File: config.mk
export PLATFORM = sky130hd
export DESIGN_NAME = iqdemap_multi
export DESIGN_NICKNAME = d
export VERILOG_FILES = /design/src/rtl/iqdemap_multi.sv
export SDC_FILE = /design/constraint.sdc
export NUM_CORES = 1
export LEC_CHECK = 0
export CAP_MARGIN = 20
export CORE_MARGIN = 2
export CORE_UTILIZATION = 54
export CTS_CLUSTER_SIZE = 8
export DETAILED_ROUTE_END_ITERATION = 10
export PLACE_DENSITY = 0.81
export SLEW_MARGIN = 0
export SYNTH_ARGS = -nofsm -noshare
export SYNTH_HDL_FRONTEND = slang
export SYNTH_SLANG_ARGS = --single-unit
export TNS_END_PERCENT = 10
File: constraint.sdc
create_clock -name CLK -period 3 [get_ports CLK]
set_input_delay 0.6 -clock CLK [delete_from_list [all_inputs] [get_ports CLK]]
set_output_delay 0.6 -clock CLK [all_outputs]
set_load 0.1 [all_outputs]
File: src/rtl/iqdemap_multi.sv
// iqdemap_multi: multi-mode hard-decision IQ demapper with LSB-first word packing.
//
// Stage 1 slices one complex symbol per valid_i as BPSK, QPSK or 16-QAM and
// presents the decided bits on the raw tap. Stage 2 packs those bits into
// DW-bit words, emitting on a full word or on a flush of a partial word.
//
// Ports:
//   CLK, RST          clock (rising edge), asynchronous active-low reset
//   valid_i           symbol strobe, no backpressure
//   ar, ai            signed I/Q samples (IW bits)
//   mode_i            0=BPSK 1=QPSK 2=16QAM 3=QPSK, latched per word
//   qam_thr           16QAM inner/outer threshold (IW-1 bits, unsigned)
//   flush_i           close the current partial word
//   valid_raw/raw/raw_k  per-symbol decision tap (raw_k bits valid in raw)
//   valid_o/data_o/nbits_o  packed word strobe, word, valid bit count
module iqdemap_multi #(
    parameter int  IW = 11,
    parameter int  DW = 32,
    localparam int CW = $clog2(DW + 1)
) (
    input  logic                 CLK,
    input  logic                 RST,
    input  logic                 valid_i,
    input  logic signed [IW-1:0] ar,
    input  logic signed [IW-1:0] ai,
    input  logic [1:0]           mode_i,
    input  logic [IW-2:0]        qam_thr,
    input  logic                 flush_i,
    output logic                 valid_raw,
    output logic [3:0]           raw,
    output logic [2:0]           raw_k,
    output logic                 valid_o,
    output logic [DW-1:0]        data_o,
    output logic [CW-1:0]        nbits_o
);

    typedef enum logic [1:0] {
        M_BPSK  = 2'd0,
        M_QPSK  = 2'd1,
        M_QAM16 = 2'd2,
        M_RSVD  = 2'd3
    } mode_e;

    // ---------------- Stage 1: decision ----------------
    mode_e          word_mode_q, mode_sel;
    logic [CW-1:0]  sym_cnt_q, sym_cnt_d, spw;
    logic [2:0]     k_sel;
    logic [3:0]     raw_d;
    logic           flush_q;

    // Magnitudes are one bit wider than the sample so -2^(IW-1) does not wrap.
    logic [IW:0] ar_x, ai_x, ar_abs, ai_abs, thr_x;

    always_comb begin
        ar_x   = {ar[IW-1], ar};
        ai_x   = {ai[IW-1], ai};
        ar_abs = ar[IW-1] ? (~ar_x + {{IW{1'b0}}, 1'b1}) : ar_x;
        ai_abs = ai[IW-1] ? (~ai_x + {{IW{1'b0}}, 1'b1}) : ai_x;
        thr_x  = {2'b00, qam_thr};
    end

    // A new word takes mode_i; mid-word symbols reuse the latched mode.
    always_comb begin
        mode_sel = (sym_cnt_q == '0) ? mode_e'(mode_i) : word_mode_q;
        if (mode_sel == M_RSVD) mode_sel = M_QPSK;
    end

    always_comb begin
        k_sel = 3'd2;
        spw   = CW'(DW / 2);
        raw_d = {2'b00, ai[IW-1], ar[IW-1]};
        case (mode_sel)
            M_BPSK: begin
                k_sel = 3'd1;
                spw   = CW'(DW);
                raw_d = {3'b000, ar[IW-1]};
            end
            M_QAM16: begin
                k_sel = 3'd4;
                spw   = CW'(DW / 4);
                raw_d = {ai_abs < thr_x, ai[IW-1], ar_abs < thr_x, ar[IW-1]};
            end
            default: ;
        endcase
    end

    always_comb begin
        sym_cnt_d = sym_cnt_q;
        if (valid_i)
            sym_cnt_d = (sym_cnt_q + CW'(1) == spw) ? '0 : sym_cnt_q + CW'(1);
        if (flush_i)
            sym_cnt_d = '0;
    end

    always_ff @(posedge CLK or negedge RST) begin
        if (!RST) begin
            valid_raw   <= 1'b0;
            raw         <= 4'd0;
            raw_k       <= 3'd2;
            flush_q     <= 1'b0;
            sym_cnt_q   <= '0;
            word_mode_q <= M_QPSK;
        end else begin
            valid_raw <= valid_i;
            flush_q   <= flush_i;
            sym_cnt_q <= sym_cnt_d;
            if (valid_i) begin
                raw   <= raw_d;
                raw_k <= k_sel;
                if (sym_cnt_q == '0) word_mode_q <= mode_sel;
            end
        end
    end

    // ---------------- Stage 2: collector ----------------
    logic [DW-1:0] acc_q, acc_add;
    logic [CW-1:0] cnt_q, cnt_n;
    logic          emit;

    always_comb begin
        acc_add = acc_q;
        cnt_n   = cnt_q;
        if (valid_raw) begin
            acc_add = acc_q | ({{(DW-4){1'b0}}, raw} << cnt_q);
            cnt_n   = cnt_q + CW'(raw_k);
        end
        // A full word wins over a coincident flush, so only one word leaves.
        emit = (cnt_n == CW'(DW)) || (flush_q && (cnt_n != '0));
    end

    always_ff @(posedge CLK or negedge RST) begin
        if (!RST) begin
            acc_q   <= '0;
            cnt_q   <= '0;
            valid_o <= 1'b0;
            data_o  <= '0;
            nbits_o <= '0;
        end else if (emit) begin
            acc_q   <= '0;
            cnt_q   <= '0;
            valid_o <= 1'b1;
            data_o  <= acc_add;
            nbits_o <= cnt_n;
        end else begin
            acc_q   <= acc_add;
            cnt_q   <= cnt_n;
            valid_o <= 1'b0;
        end
    end

endmodule

**Run 1: routed metal, one colour a layer**

Only two layers are drawn.
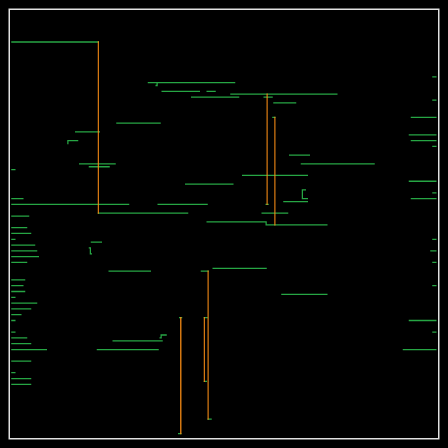
| layer | colour | wire length |
|---|---|---|
| metal 3 | green | 486 um |
| metal 4 | orange | 168 um |

**Run 1: congestion heat map**

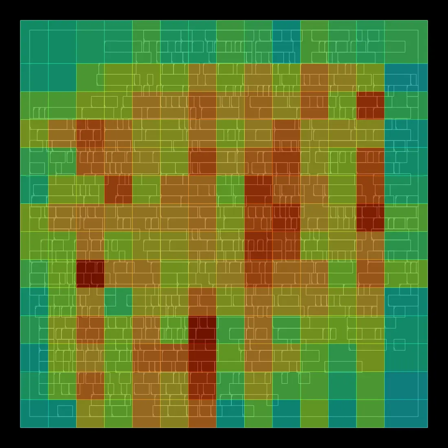
GR Util met1: 30.2%
met3 usage: 3.97%
GR Util met2: 39.6%
Overall Global Routing Usage: 23.1%
gr busiest metal: met2

**Run 1: sizing map**

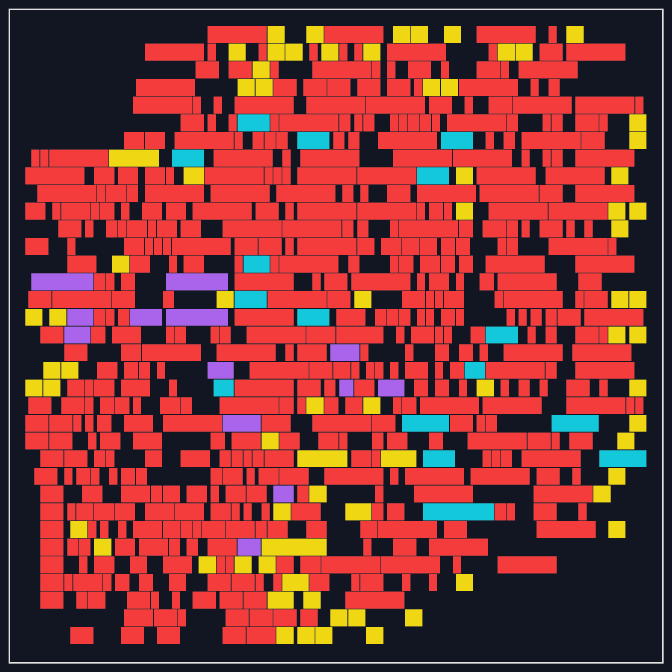
| size | colour | cells | share |
|---|---|---|---|
| _0 and _1 cells | red | 500 | 83% |
| _6 and larger | cyan | 16 | 2.7% |
| _2 cells | purple | 13 | 2.2% |
| _3 and _4 cells | yellow | 73 | 12% |
Setup WS post-layout: 86.6 ps
fin area: 6180 um^2
buffers outside the clock class: 103

==> Slide: Implementation Results, run 1 <==
Run Summary

Worst setup path
  – Crit path DAT: 3170 ps
  – Crit. End Element: flop
  – CP Depth: 10
  – Worst Path Max Fanout: 3
  – Depth of the worst register-to-register path: 9
  – RR Endpoint: data_o[31]
  – Critical path required time: 3260 ps

Placed design
  – Port Buffers: roughly 84
  – Setup WS pre-CTS: -406 ps
  – Placed insts: 697

Final layout
  – Top flop regs: acc_q (32), data_o (32)
  – Comb area: about 2300 um^2
  – Register area: 2360 um^2
  – Final-stage net count: 661
  – Seq area share: 38.1%
  – Sequential cell count: 94
  – Non-Filler Instances: 713
  – Share of layout cells above drive strength 1: 16.9%
  – Filler cells: 730
  – Ant diodes: 0
  – Multi-input gates: 327
  – Signal inverters: roughly 62
  – NonClk Buf Share: between 10% and 20%

Status
  – Status: finished clean

Min path
  – Hold Crit Class: in2async

Final timing
  – Final setup violation count: 0
  – Relative slew slack: between 50% and 60%
  – Worst Clk Skew: 12.7 ps
  – RSZ-0062 raised after global routing: no
  – Setup TNS: 0 ps
  – Worst Tran Pin Value: about 680 ps
  – Final hold violation count: 0
  – WHS: 164 ps
  – F_max: 343 MHz

Die
  – I/O Pins: 85
  – Die Y-Extent: 100 um
  – Die area: around 10000 um^2
  – Fp_density: between 50% and 60%
  – Core Region: between 9000 and 10000 um^2
  – Die W: 100 um

Logic synthesis
  – Synthesized registers: ~94
  – XOR-XNOR Cells, Area Fraction: 5.42%
  – Register area share after synthesis: 47.0%
  – Synth unique cells: about 54
  – Synth warn: 0
  – Mapped cell area: ~5000 um^2
  – Synth async-reset ratio: 100%
  – Yosys Instances: about 500
  – Post-synth area hogs: dfrtp_1 46%, mux2i_1 9.0%, ha_1 6.2%
  – Adders+Majority by Area: between 6 and 7%
  – Mapped Cells: 502
  – Cell type with the largest total area: dfrtp_1
  – AND-OR/OR-AND Cells, Area Fraction: around 11%

Detailed routing
  – DRT met1 WL: 4.77 mm
  – Routed met3 length: 485 um
  – Wirelength, routed: 10.9 mm
  – Total vias in the final route: 3906

Clock network
  – H-tree Lvls: 3
  – Worst-Skew Late Latency: between 300 and 400 ps
  – CTS Root Cell: clkbuf_8
  – CTS Buf Count: 9
  – # clock sinks: 94
  – CTS tree: done

Global routing
  – First-pass GRT wire length: 18.6 mm
  – Initial antenna violation count: 0
  – Global route overflow: 0
  – Largest net degree at the start of global routing: 65

Power and ir drop
  – LEAKAGE: 2.98 nW
  – Design Power: about 4.6 mW

Flow run
  – Max Cap Viol: 0
==> run 1: power by group through the flow <==
| stage | clock network, mW | registers, mW | logic, mW |
|---|---|---|---|
| after detailed placement | 0 | 1.59 | 2.10 |
| after CTS | 0.881 | 1.56 | 2.12 |
| after global routing | 0.935 | 1.59 | 2.27 |
| after floorplan | 0 | 2.31 | 0.898 |
| final | 0.867 | 1.56 | 2.12 |
| after global placement | 0 | 1.58 | 2.07 |
==> run 1: layer usage <==
metal	global-route usage, %	vias to the layer above
li1	-	1885
met1	30.2	1892
met2	39.6	117
met3	3.97	12
met4	7.17	0
met5	0	-
==> run 1: repair_timing <==
action,4_1_cts,5_1_grt
setup buffers,0,0
resized,1,10
pin swaps,0,5
setup endpoints to repair,1,1
==> inputs of run 2 (changes only) <==
--- a/config.mk
+++ b/config.mk
@@ -12,4 +12,5 @@
 export DETAILED_ROUTE_END_ITERATION = 10
 export PLACE_DENSITY = 0.81
+export SKIP_LAST_GASP = 1
 export SLEW_MARGIN = 0
 export SYNTH_ARGS = -nofsm -noshare
==> constraint.sdc (replaced) <==
create_clock -name CLK -period 3 [get_ports CLK]
set_input_delay 0.9 -clock CLK [delete_from_list [all_inputs] [get_ports CLK]]
set_output_delay 0.9 -clock CLK [all_outputs]
set_load 0.1 [all_outputs]
==> run 2 against run 1 <==
Design area is 0.83% higher. Final cell count is 0.84% higher. Clock power is 8.0% lower. Synthesized cell count stayed put. Routed wire length is 1.0% higher. Critical path type unchanged. Largest cell class is now combinational gates. Highest routed layer unchanged.
==> Slide: Implementation Results, run 2 <==
Run Summary

Status
  – Status: finished clean

Global routing
  – GR Util met2: 40.1%
  – Largest net degree at the start of global routing: about 70
  – Met3 usage: 4.25%
  – First-pass GRT wire length: 18.7 mm
  – GR Util met1: 29.0%
  – Global route overflow: 0
  – Gr busiest metal: met2
  – Initial antenna violation count: 0

Final timing
  – Setup WS post-layout: between 20 and 30 ps
  – Worst Clk Skew: 7.59 ps
  – WHS: 494 ps
  – RSZ-0062 raised after global routing: yes
  – Final setup violation count: 0
  – Setup TNS: 0 ps
  – F_max: about 340 MHz
  – Worst Tran Pin Value: 726 ps
  – Relative slew slack: roughly 50%
  – Final hold violation count: 0

Power and ir drop
  – Seq. pwr: 1.58 mW
  – Clk. pwr: 798 uW
  – LEAKAGE: around 3.0 nW
  – Main power group: combinational cells
  – Internal power: 2.41 mW
  – Comb group: 2.11 mW
  – Design Power: 4.48 mW
  – PwrDens: 719 nW/um^2

Clock network
  – H-tree Lvls: 3
  – # resized after CTS: 25
  – CTS Buf Count: 9
  – Post-CTS setup buffers: 1
  – # clock sinks: 94
  – CTS Root Cell: clkbuf_8
  – Worst-Skew Late Latency: roughly 350 ps

Placed design
  – Setup WS pre-CTS: -764 ps
  – Placed insts: 702
  – Port Buffers: about 84
  – Final Wtd Congestion: 0.846

Logic synthesis
  – Post-synth area hogs: dfrtp_1 46%, mux2i_1 9.0%, ha_1 6.2%
  – Synth unique cells: 54
  – Adders+Majority by Area: 6.64%
  – Simple-gate share of the synthesized area: 12.3%
  – Synth async-reset ratio: 100%
  – Synthesized registers: 94
  – Yosys Instances: 502
  – Cell type with the largest total area: dfrtp_1
  – AND-OR/OR-AND Cells, Area Fraction: 10.9%
  – Syn Area/Cell: 9.98 um^2
  – Mapped Cells: 502
  – Synth warn: 0
  – XOR-XNOR Cells, Area Fraction: 5.42%
  – Mapped cell area: 5010 um^2
  – Register area share after synthesis: 47.0%

Die
  – I/O Pins: 85
  – Die area: 10100 um^2
  – Core Region: 9110 um^2
  – Die Y-Extent: 100 um
  – Die W: 100 um
  – Fp_density: 55.0%

Final layout
  – Most frequent logic cell in the layout: dfrtp_1
  – Share of layout cells above drive strength 1: 19.4%
  – Area Growth Syn to Fin: 24.4%
  – Final-stage net count: 667
  – Ant diodes: 0
  – Fin area: 6230 um^2
  – Non-Filler Instances: approximately 720
  – Top flop regs: acc_q (32), data_o (32)

Min path
  – Hold Crit Class: reg2reg

Detailed routing
  – Total vias in the final route: 3962
  – DRT met1 WL: 4.74 mm
  – Routed met3 length: roughly 530 um

Worst setup path
  – Crit path DAT: 3230 ps
  – Critical path required time: between 3000 and 4000 ps
  – Crit. End Element: flop
  – Worst Path Max Fanout: 3

Flow run
  – Max Cap Viol: 0
  – Tally of OpenROAD warnings: 30
run 2: path summary, 6_finish.rpt:
path | start | endpoint | slack [ps] | depth (start not counted)
min in group asynchronous | RST | data_o[2] | 500 | 1
max in group asynchronous | RST | data_o[10] | 1840 | 2
worst max-delay path | ar[5] | raw[1] | 30 | 12
worst min-delay path | acc_q[20] | acc_q[20] | 490 | 2
worst max register to register | raw_k[1] | data_o[7] | 210 | 9
worst min register to register | acc_q[20] | acc_q[20] | 490 | 2
run 2: area by class of cell:
class                   instances  area (um^2)
multi-input cells             327         2380
clock inverters                 6         52.6
clock buffers                  10          138
fillers                       689         2880
well taps                     111          139
repair buffers                109          932
flip-flops and latches         94         2360
inverters                      62          233
**Run 2: routed metal, one colour a layer**

Only two layers are drawn.
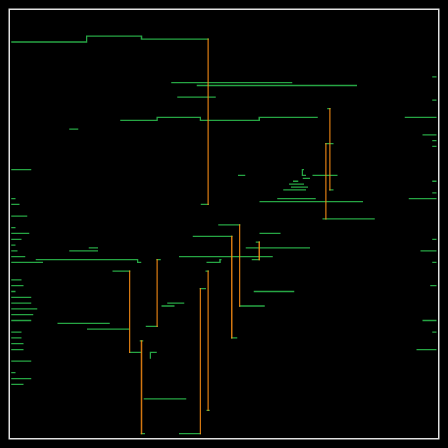
| layer | colour | wire length |
|---|---|---|
| metal 3 | green | 525 um |
| metal 4 | orange | 246 um |
wirelength, routed: 11.0 mm
Overall Global Routing Usage: 23.2%

Power and IR drop assume default switching activity.
